<file path="src/rtl/ppct_pkg.sv">
// Shared helpers for the PPCT column-truncated multiplier family:
// theta clamping, per-row truncation masks and pipeline depth.
package ppct_pkg;

  localparam int PIPE_DEPTH = 3;
  // Widest operand the row helper supports; rows are carried at this width.
  localparam int PPCT_MAX_W = 32;

  function automatic int clamp_theta(input int theta, input int max_theta);
    return (theta > max_theta) ? max_theta : theta;
  endfunction

  // Row i keeps only partial-product bits whose column i+j reaches theta,
  // i.e. the low (theta-i) bits of x are cleared when i < theta.
  function automatic logic [PPCT_MAX_W-1:0] trunc_row(
    input logic [PPCT_MAX_W-1:0] x,
    input int                    i,
    input int                    theta
  );
    logic [PPCT_MAX_W-1:0] mask;
    mask = '1;
    if (theta > i) mask = mask << (theta - i);
    return x & mask;
  endfunction

endpackage

</file>
<file path="src/rtl/ppct_row_reduce.sv">
// Combinational sum of truncated partial-product rows [ROW_LO, ROW_HI),
// each row shifted to its weight 2^i. Used twice in the middle stage.
module ppct_row_reduce
  import ppct_pkg::*;
#(
  parameter int WIDTH   = 8,
  parameter int THETA_W = 4,
  parameter int ROW_LO  = 0,
  parameter int ROW_HI  = 4
) (
  input  logic [WIDTH-1:0]           x,
  input  logic [ROW_HI-ROW_LO-1:0]   y_rows,
  input  logic [THETA_W-1:0]         theta_eff,
  output logic [2*WIDTH-1:0]         sum
);

  logic [PPCT_MAX_W-1:0] x_ext;
  logic [PPCT_MAX_W-1:0] row;

  always_comb begin
    x_ext            = '0;
    x_ext[WIDTH-1:0] = x;
    row              = '0;
    sum              = '0;
    for (int i = ROW_LO; i < ROW_HI; i++) begin
      row = trunc_row(x_ext, i, int'(theta_eff));
      if (y_rows[i-ROW_LO]) sum = sum + ((2*WIDTH)'(row) << i);
    end
  end

endmodule

</file>
<file path="src/rtl/ppct_mult_pipe.sv">
// Three-stage pipelined column-truncated unsigned multiplier with run-time theta.
// Define PPCT_ERR_EN to add err / err_max outputs and the err_clr input.
module ppct_mult_pipe
  import ppct_pkg::*;
#(
  parameter int WIDTH     = 8,
  parameter int THETA_W   = 4,
  parameter int MAX_THETA = WIDTH
) (
  input  logic                 clk,
  input  logic                 rst_n,
  input  logic                 in_valid,
  output logic                 in_ready,
  input  logic [WIDTH-1:0]     x,
  input  logic [WIDTH-1:0]     y,
  input  logic [THETA_W-1:0]   theta,
  output logic                 out_valid,
  input  logic                 out_ready,
  output logic [2*WIDTH-1:0]   z,
`ifdef PPCT_ERR_EN
  output logic [2*WIDTH-1:0]   err,
  output logic [2*WIDTH-1:0]   err_max,
  input  logic                 err_clr,
`endif
  output logic [THETA_W-1:0]   theta_eff
);

  localparam int LO_ROWS = WIDTH / 2;
  localparam int PW      = 2 * WIDTH;

  // Handshake: a beat moves on a rising edge only when both valid and ready
  // are high; adv is one global enable, so every stage shifts or holds together.
  logic adv;

  logic               s1_valid_q, s1_valid_d;
  logic [WIDTH-1:0]   s1_x_q, s1_x_d, s1_y_q, s1_y_d;
  logic [THETA_W-1:0] s1_theta_q, s1_theta_d;

  logic               s2_valid_q, s2_valid_d;
  logic [PW-1:0]      s2_lo_q, s2_lo_d, s2_hi_q, s2_hi_d;
  logic [THETA_W-1:0] s2_theta_q, s2_theta_d;

  logic               s3_valid_q, s3_valid_d;
  logic [PW-1:0]      s3_z_q, s3_z_d;
  logic [THETA_W-1:0] s3_theta_q, s3_theta_d;

  logic [PW-1:0]      lo_sum, hi_sum;

`ifdef PPCT_ERR_EN
  logic [PW-1:0]      s2_exact_q, s2_exact_d;
  logic [PW-1:0]      s3_err_q, s3_err_d;
  logic [PW-1:0]      err_max_q, err_max_d;
`endif

  ppct_row_reduce #(
    .WIDTH(WIDTH), .THETA_W(THETA_W), .ROW_LO(0), .ROW_HI(LO_ROWS)
  ) u_lo (
    .x(s1_x_q), .y_rows(s1_y_q[LO_ROWS-1:0]), .theta_eff(s1_theta_q), .sum(lo_sum)
  );

  ppct_row_reduce #(
    .WIDTH(WIDTH), .THETA_W(THETA_W), .ROW_LO(LO_ROWS), .ROW_HI(WIDTH)
  ) u_hi (
    .x(s1_x_q), .y_rows(s1_y_q[WIDTH-1:LO_ROWS]), .theta_eff(s1_theta_q), .sum(hi_sum)
  );

  always_comb begin
    adv        = !s3_valid_q || out_ready;
    s1_valid_d = s1_valid_q;
    s1_x_d     = s1_x_q;
    s1_y_d     = s1_y_q;
    s1_theta_d = s1_theta_q;
    s2_valid_d = s2_valid_q;
    s2_lo_d    = s2_lo_q;
    s2_hi_d    = s2_hi_q;
    s2_theta_d = s2_theta_q;
    s3_valid_d = s3_valid_q;
    s3_z_d     = s3_z_q;
    s3_theta_d = s3_theta_q;
    if (adv) begin
      s1_valid_d = in_valid;
      s1_x_d     = x;
      s1_y_d     = y;
      s1_theta_d = THETA_W'(clamp_theta(int'(theta), MAX_THETA));
      s2_valid_d = s1_valid_q;
      s2_lo_d    = lo_sum;
      s2_hi_d    = hi_sum;
      s2_theta_d = s1_theta_q;
      s3_valid_d = s2_valid_q;
      s3_z_d     = s2_lo_q + s2_hi_q;
      s3_theta_d = s2_theta_q;
    end
  end

`ifdef PPCT_ERR_EN
  always_comb begin
    s2_exact_d = s2_exact_q;
    s3_err_d   = s3_err_q;
    err_max_d  = err_max_q;
    if (adv) begin
      s2_exact_d = PW'(s1_x_q) * PW'(s1_y_q);
      s3_err_d   = s2_exact_q - (s2_lo_q + s2_hi_q);
    end
    // Clear takes priority over an update from a simultaneous handshake.
    if (err_clr) err_max_d = '0;
    else if (s3_valid_q && out_ready && (s3_err_q > err_max_q)) err_max_d = s3_err_q;
  end

  always_ff @(posedge clk) begin
    if (!rst_n) begin
      s2_exact_q <= '0;
      s3_err_q   <= '0;
      err_max_q  <= '0;
    end else begin
      s2_exact_q <= s2_exact_d;
      s3_err_q   <= s3_err_d;
      err_max_q  <= err_max_d;
    end
  end

  assign err     = s3_err_q;
  assign err_max = err_max_q;
`endif

  always_ff @(posedge clk) begin
    if (!rst_n) begin
      s1_valid_q <= 1'b0;
      s1_x_q     <= '0;
      s1_y_q     <= '0;
      s1_theta_q <= '0;
      s2_valid_q <= 1'b0;
      s2_lo_q    <= '0;
      s2_hi_q    <= '0;
      s2_theta_q <= '0;
      s3_valid_q <= 1'b0;
      s3_z_q     <= '0;
      s3_theta_q <= '0;
    end else begin
      s1_valid_q <= s1_valid_d;
      s1_x_q     <= s1_x_d;
      s1_y_q     <= s1_y_d;
      s1_theta_q <= s1_theta_d;
      s2_valid_q <= s2_valid_d;
      s2_lo_q    <= s2_lo_d;
      s2_hi_q    <= s2_hi_d;
      s2_theta_q <= s2_theta_d;
      s3_valid_q <= s3_valid_d;
      s3_z_q     <= s3_z_d;
      s3_theta_q <= s3_theta_d;
    end
  end

  assign in_ready  = adv;
  assign out_valid = s3_valid_q;
  assign z         = s3_z_q;
  assign theta_eff = s3_theta_q;

endmodule

</file>
<file path="config.mk">
export PLATFORM = sky130hd
export DESIGN_NAME = ppct_mult_pipe
export DESIGN_NICKNAME = d
export VERILOG_FILES = /design/src/rtl/ppct_pkg.sv /design/src/rtl/ppct_row_reduce.sv /design/src/rtl/ppct_mult_pipe.sv
export SDC_FILE = /design/constraint.sdc
export NUM_CORES = 1
export LEC_CHECK = 0
export ABC_AREA = 1
export CAP_MARGIN = 10
export CORE_MARGIN = 2
export CORE_UTILIZATION = 62
export CTS_BUF_LIST = sky130_fd_sc_hd__clkbuf_16
export DETAILED_ROUTE_END_ITERATION = 12
export PLACE_DENSITY = 0.94
export SKIP_CTS_REPAIR_TIMING = 1
export SYNTH_ARGS = -nofsm -noshare
export SYNTH_HDL_FRONTEND = slang
export SYNTH_HIERARCHICAL = 1
export SYNTH_SLANG_ARGS = --single-unit
</file>
<file path="constraint.sdc">
create_clock -name clk -period 6.82 [get_ports clk]
set_clock_uncertainty 0.15 [all_clocks]
set_input_delay 0.682 -clock clk [delete_from_list [all_inputs] [get_ports clk]]
set_output_delay 0.682 -clock clk [all_outputs]
set_load 0.01 [all_outputs]
</file>
Local utilization:
The bar under the picture is 20 um long. 12 x 12 tiles, from black (low) to pale yellow (high), 0 to 100% covered.
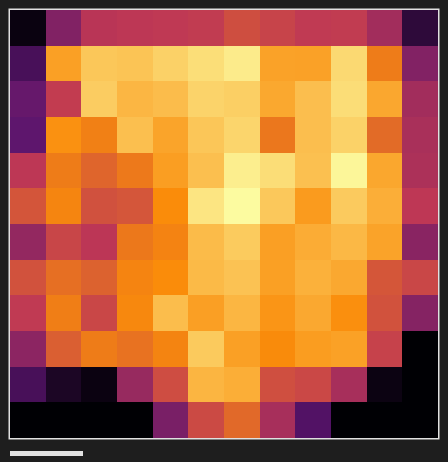
nearly empty tiles = 6.2%
tiles over 75% full = 42%
fullest tile = 99%
mean over tiles = 62%
densest ninth of the die = middle

Wiring heat map:
The bar under the picture is 20 um long. 24 x 24 tiles, from black (low) to pale yellow (high), scaled to the fullest tile. Values are wire area over tile area, all layers added.
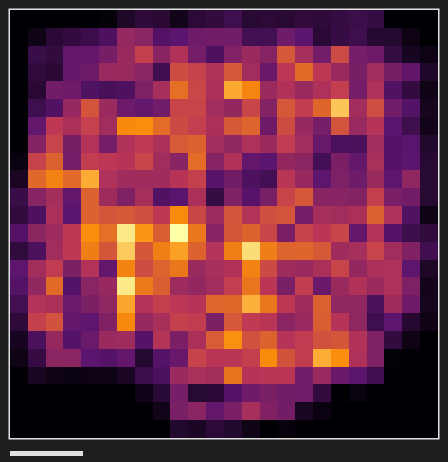
tiles over half the peak = 23%
nearly empty tiles = 12%
emptiest ninth of the die = bottom left
fullest tile = 0.74
vias after detailed routing: 8,404
GRT Util Overall: 31.5%
routed len/inst: 14.2 um

==> reports/metrics.cfg <==
[run_status]
outcome=finished clean

[synthesis]
ys_ff=79
yosys.area_share.xor_xnor_pct=2.39
ys_area_um2=8060
simple_gate_area_share_pct=36.1
synthFlopType=dfxtp_1
area_leaders=dfxtp_1, ha_1, nand2_1
avgSynthCellArea_um2=6.20
adder_share_pct=15.1
synth-edff-count=0
top_area_cell=dfxtp_1
ys_types=53
common_cells=nand2_1, inv_1, nor2_1, nand3_1, o21ai_0

[final_timing]
relSlewSlack_pct=55.0
layout_setup_ws_ps=1020
fin_hold_ws_ps=314
rsz0062_at_grt=false
period_used_pct=85.0
final-hold-violation-count=0
max_freq_mhz=172
finalSetupViolations=0
worst_pin_slew_ps=675
final.setup.tns_ps=0

[finish]
combGateArea_um2=5500
clkCellAreaFrac_pct=3.42
regArea_um2=1580
biggestCellCategory=multi-input combinational cells
logic_gate_count=979
lay_top_cells=nand2_1, inv_1, nor2_1, nand3_1, o21ai_0
areaGrowthSynthToFinish_pct=10.2
layout-drive-gt1-share_pct=6.30
final-nonclk-buf-share_pct=5.61
mostFrequentLayoutCell=nand2_1
seq_share_pct=17.8
diodes=0

[drt]
met1_length_um=9430
drc=0
wl_met3_um=1220

[placement]
place_congestion=0.968
placed_area_um2=8570
io_buffer_count=45

[clock_network]
cts_buffers=9
cts_tree=done
clkTransAtPathRegs_ps=70
cts-htree-levels=3
ctsLongestPathBuffers=2

[worst_setup_path]
critPathSlowestCell=dfxtp_1
crit_required_ps=6910
path_delay_family=adder cells
cp.depth=34
rr_startpoint=s1_theta_q[1]$_SDFFE_PN0P_
r2r_end=s2_hi_q[15]$_SDFFE_PN0P_
cp.arrival_ps=5890
crit_type=register to register

[power]
powerDensity_nw_per_um2=167
sw_frac_of_total_pct=35.4
power_frac_seq_pct=35.7
ir_drop_uv=136
switchingPower_mw=0.524
pg_clk_mw=0.499
p_total_mw=1.48

[global_routing]
antenna_found_initial=0
grt_busiest_layer=met2
first_global_vias=8068
grt_max_degree=77
overflow=0

[hold_path]
holdPathStages=2
min_to=out_valid$_SDFFE_PN0P_

[die]
rows=41
die_y_um=118
dieWidth_um=118

[job]
drv_cap=0

Routing congestion map:
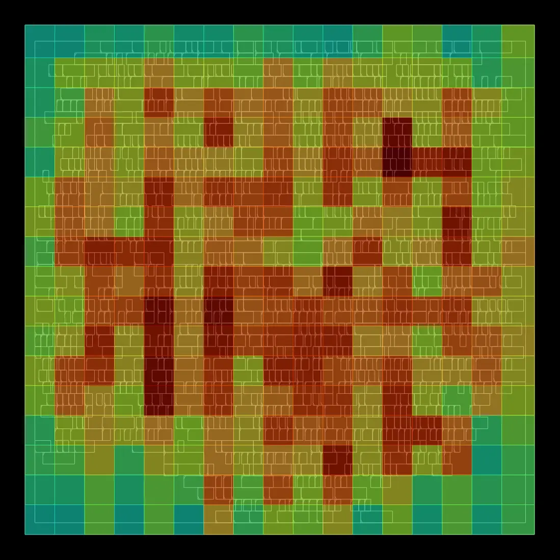
met1 Usage GRT: 39.5%
M3 GR Usage: 4.07%
Core Util, Final: 70.1%

